--- src/rtl/lif_layer.sv ---
// Time-multiplexed leaky integrate-and-fire layer, one neuron per cycle.
// Define LIF_SPIKE_CNT_EN to add the saturating spike_cnt output.
module lif_layer #(
    parameter int N_NEURONS  = 4,
    parameter int WIDTH      = 8,
    parameter int LEAK_SHIFT = 1,
    parameter int REFRAC     = 2
) (
    input  logic                       clk,
    input  logic                       rst_n,
    input  logic                       step_valid,
    output logic                       step_ready,
    input  logic [N_NEURONS*WIDTH-1:0] cur_in,
    input  logic [WIDTH-1:0]           thr,
    output logic                       out_valid,
    input  logic                       out_ready,
    output logic [N_NEURONS-1:0]       spikes,
    output logic [N_NEURONS*WIDTH-1:0] mem_out
`ifdef LIF_SPIKE_CNT_EN
    ,
    output logic [15:0]                spike_cnt
`endif
);

    localparam int IW = (N_NEURONS > 1) ? $clog2(N_NEURONS) : 1;

    typedef enum logic [1:0] {IDLE, UPDATE, DONE} state_t;

    state_t                       state;
    logic [IW-1:0]                idx;
    logic [N_NEURONS*WIDTH-1:0]   cur_q;
    logic [WIDTH-1:0]             thr_q;
    logic [3:0]                   rc [N_NEURONS];

    logic [WIDTH-1:0]             v_cur;
    logic [WIDTH-1:0]             c_cur;
    logic [WIDTH-1:0]             leaked;
    logic [WIDTH:0]               sum;
    logic [WIDTH-1:0]             vn;
    logic                         refrac;
    logic                         fire;

    // mem_out doubles as the membrane store, so it always holds v
    always_comb begin
        v_cur  = mem_out[idx*WIDTH +: WIDTH];
        c_cur  = cur_q[idx*WIDTH +: WIDTH];
        leaked = v_cur - (v_cur >> LEAK_SHIFT);
        sum    = {1'b0, leaked} + {1'b0, c_cur};
        vn     = sum[WIDTH] ? {WIDTH{1'b1}} : sum[WIDTH-1:0];
        refrac = (rc[idx] != 4'd0);
        fire   = !refrac && (vn >= thr_q);
    end

    always_ff @(posedge clk or negedge rst_n) begin
        if (!rst_n) begin
            state      <= IDLE;
            step_ready <= 1'b1;
            out_valid  <= 1'b0;
            spikes     <= '0;
            mem_out    <= '0;
            idx        <= '0;
            cur_q      <= '0;
            thr_q      <= '0;
            for (int i = 0; i < N_NEURONS; i++) rc[i] <= 4'd0;
        end else begin
            unique case (state)
                IDLE: begin
                    if (step_valid) begin
                        cur_q      <= cur_in;
                        thr_q      <= thr;
                        idx        <= '0;
                        step_ready <= 1'b0;
                        state      <= UPDATE;
                    end
                end
                UPDATE: begin
                    if (refrac) begin
                        rc[idx]                       <= rc[idx] - 4'd1;
                        mem_out[idx*WIDTH +: WIDTH]   <= '0;
                        spikes[idx]                   <= 1'b0;
                    end else if (fire) begin
                        rc[idx]                       <= 4'(REFRAC);
                        mem_out[idx*WIDTH +: WIDTH]   <= '0;
                        spikes[idx]                   <= 1'b1;
                    end else begin
                        mem_out[idx*WIDTH +: WIDTH]   <= vn;
                        spikes[idx]                   <= 1'b0;
                    end
                    if (idx == IW'(N_NEURONS - 1)) begin
                        out_valid <= 1'b1;
                        state     <= DONE;
                    end else begin
                        idx <= idx + 1'b1;
                    end
                end
                DONE: begin
                    if (out_ready) begin
                        out_valid  <= 1'b0;
                        step_ready <= 1'b1;
                        state      <= IDLE;
                    end
                end
                default: state <= IDLE;
            endcase
        end
    end

`ifdef LIF_SPIKE_CNT_EN
    always_ff @(posedge clk or negedge rst_n) begin
        if (!rst_n) begin
            spike_cnt <= 16'd0;
        end else if (state == UPDATE && fire && spike_cnt != 16'hFFFF) begin
            spike_cnt <= spike_cnt + 16'd1;
        end
    end
`endif

endmodule

--- config.mk ---
export PLATFORM = sky130hd
export DESIGN_NAME = lif_layer
export DESIGN_NICKNAME = d
export VERILOG_FILES = /design/src/rtl/lif_layer.sv
export SDC_FILE = /design/constraint.sdc
export NUM_CORES = 1
export LEC_CHECK = 0
export CAP_MARGIN = 20
export CELL_PAD_IN_SITES_DETAIL_PLACEMENT = 0
export CELL_PAD_IN_SITES_GLOBAL_PLACEMENT = 1
export CORE_ASPECT_RATIO = 0.6
export CORE_MARGIN = 2
export CORE_UTILIZATION = 30
export CTS_CLUSTER_DIAMETER = 150
export DETAILED_ROUTE_END_ITERATION = 10
export DONT_BUFFER_PORTS = 1
export MAX_ROUTING_LAYER = met4
export PLACE_DENSITY_LB_ADDON = 0.1
export SYNTH_ARGS = -nofsm -noshare
export SYNTH_HDL_FRONTEND = slang
export SYNTH_SLANG_ARGS = --single-unit
--- constraint.sdc ---
create_clock -name clk -period 5.15 [get_ports clk]
set_clock_uncertainty 0.15 [all_clocks]
set_input_delay 1.545 -clock clk [delete_from_list [all_inputs] [get_ports clk]]
set_output_delay 1.545 -clock clk [all_outputs]
set_load 0.03 [all_outputs]
Figure 1. Met3 routing (run 1).
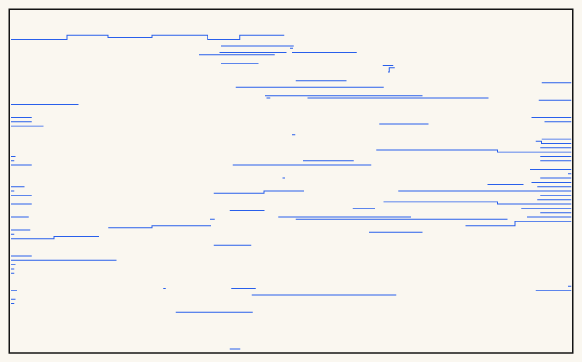
The longest straight run is 66.2 um. The layer holds 8.4% of the routed length. 68 nets have wire on it. The wires run mostly horizontal.

Figure 2. I/O pins on the die edge (run 1).
Pins as bars across the die edge, other pins in grey.
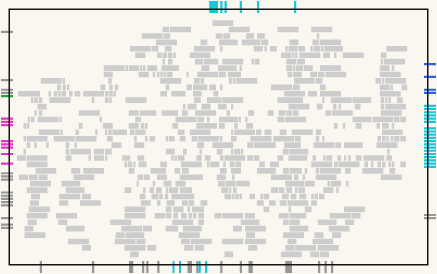
Key: cyan = mem_out [pins 32, direction output, edge 19 east, 9 north, 4 south]; magenta = thr [pins 8, direction input, edge west]; blue = spikes [pins 4, direction output, edge east]; green = step_ready [pins 1, direction output, edge west]
All pins by edge: 25 east, 24 west, 24 south, 9 north.

==> flow.log, run 1 <==
[flow] final metrics
[metrics] flip-flop and latch count after synthesis: 98
[metrics] Max transition margin: approximately half
[metrics] non-clock buffer total of the final layout: between 70 and 80
[metrics] required time of the worst setup path: ~5.3 ns
[metrics] area share of buffers outside the clock network: 8.874%
[metrics] wire length on met3: around 1.3 mm
[metrics] ys cells: about 470
[metrics] status: completed
[metrics] floorplan row count: 37
[metrics] post-synthesis async set-or-reset flop share: 100.0%
[metrics] post-synth area from yosys stat: 5361 sq um
[metrics] GRT met2 Usage: between 20 and 25%
[metrics] violation count after the first detailed-route iteration: about 260
[metrics] Combinational Gates: 316
[metrics] number of inverters outside the clock class in the layout: 37
[metrics] CP Depth: 21
[metrics] share of the synthesized netlist area taken by xor and xnor gates: under 10%
[metrics] average size of a mapped cell: between 10 and 15 sq um
[metrics] Worst Min Path Start: rc[11]
[metrics] number of warnings reported in the yosys synthesis log: 0
[metrics] path type of the worst min-delay path: flip-flop to flip-flop
[metrics] synth cell count leaders: dfrtp_1, nand2_1, inv_1, mux2_2, o21ai_0
[metrics] most heavily used metal layer in global routing: met1
Figure 3. Routed metal, one colour a layer (run 1).
Only two layers are drawn.
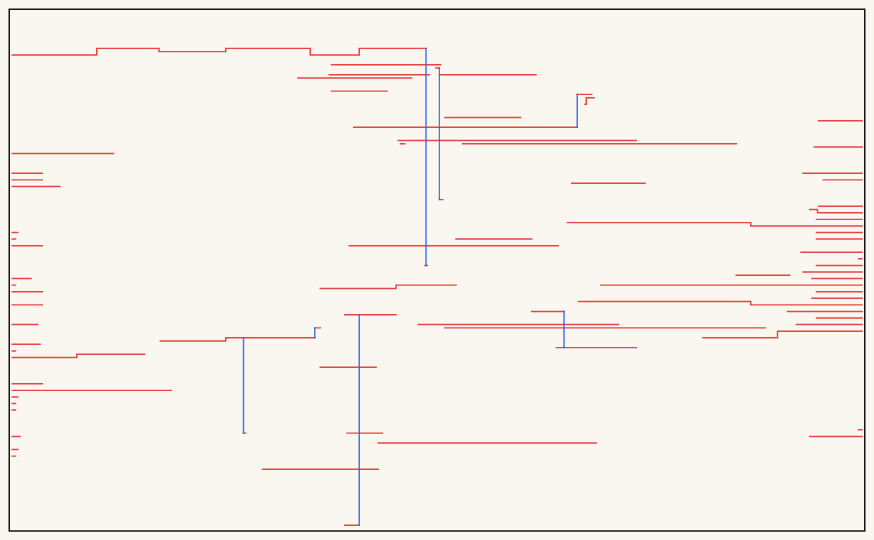
Key: red = M3 [wire length 1,310 um]; blue = M4 [wire length 152 um]

Figure 4. Where the registers sit (run 1).
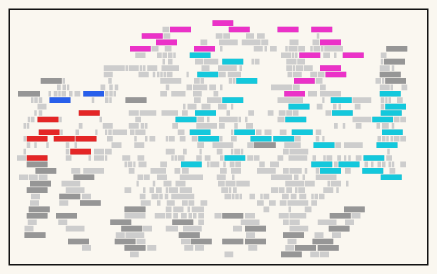

==> run 1 -> run 2 <==
- clock period: 5.15 -> 5.1 ns (I/O delays scaled with it)
Figure 5. Where the registers sit (run 2).
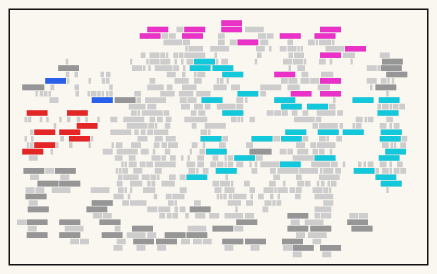
Key: blue = state [sequential cells 2]; red = thr_q [sequential cells 8, where west]; cyan = mem_out [sequential cells 32]; magenta = rc [sequential cells 16]

==> flow.log, run 2 <==
[flow] final metrics
[metrics] Setup crit end kind: flip-flop
[metrics] Max transition margin: roughly 51%
[metrics] GRT met2 Usage: between 20% and 30%
[metrics] CP Depth: 21
[metrics] status: completed
[metrics] non-clock buffer total of the final layout: around 73
[metrics] Combinational Gates: roughly 320
[metrics] Final Worst Setup Slack: around 0.019 ns
[metrics] area share of buffers outside the clock network: under 10%
[metrics] post-synthesis async set-or-reset flop share: 100.0%
[metrics] violation count after the first detailed-route iteration: about 170
[metrics] share of the synthesized netlist area taken by xor and xnor gates: between 1.5 and 2%
[metrics] required time of the worst setup path: 5.18 ns
[metrics] wire length on met3: ~1.0 mm
[metrics] post-synth area from yosys stat: between 5000 and 6000 sq um
[metrics] number of inverters outside the clock class in the layout: 37
[metrics] synth cell count leaders: dfrtp_1, nand2_1, inv_1, mux2_2, o21ai_0
[metrics] average size of a mapped cell: 11.33 sq um
[metrics] Worst Min Path Start: rc[15]
[metrics] number of warnings reported in the yosys synthesis log: 0
[metrics] floorplan row count: 37
[metrics] flip-flop and latch count after synthesis: between 90 and 100
[metrics] path type of the worst min-delay path: flip-flop to flip-flop
[metrics] ys cells: roughly 470
Figure 6. I/O pins on the die edge (run 2).
Pins as bars across the die edge, other pins in grey.
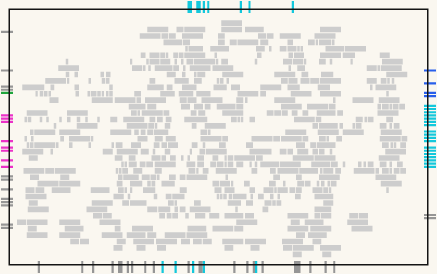
Key: magenta = thr [pins 8, direction input, edge west]; cyan = mem_out [pins 32, direction output, edge 18 east, 9 north, 5 south]; green = step_ready [pins 1, direction output, edge west]; blue = spikes [pins 4, direction output, edge east]

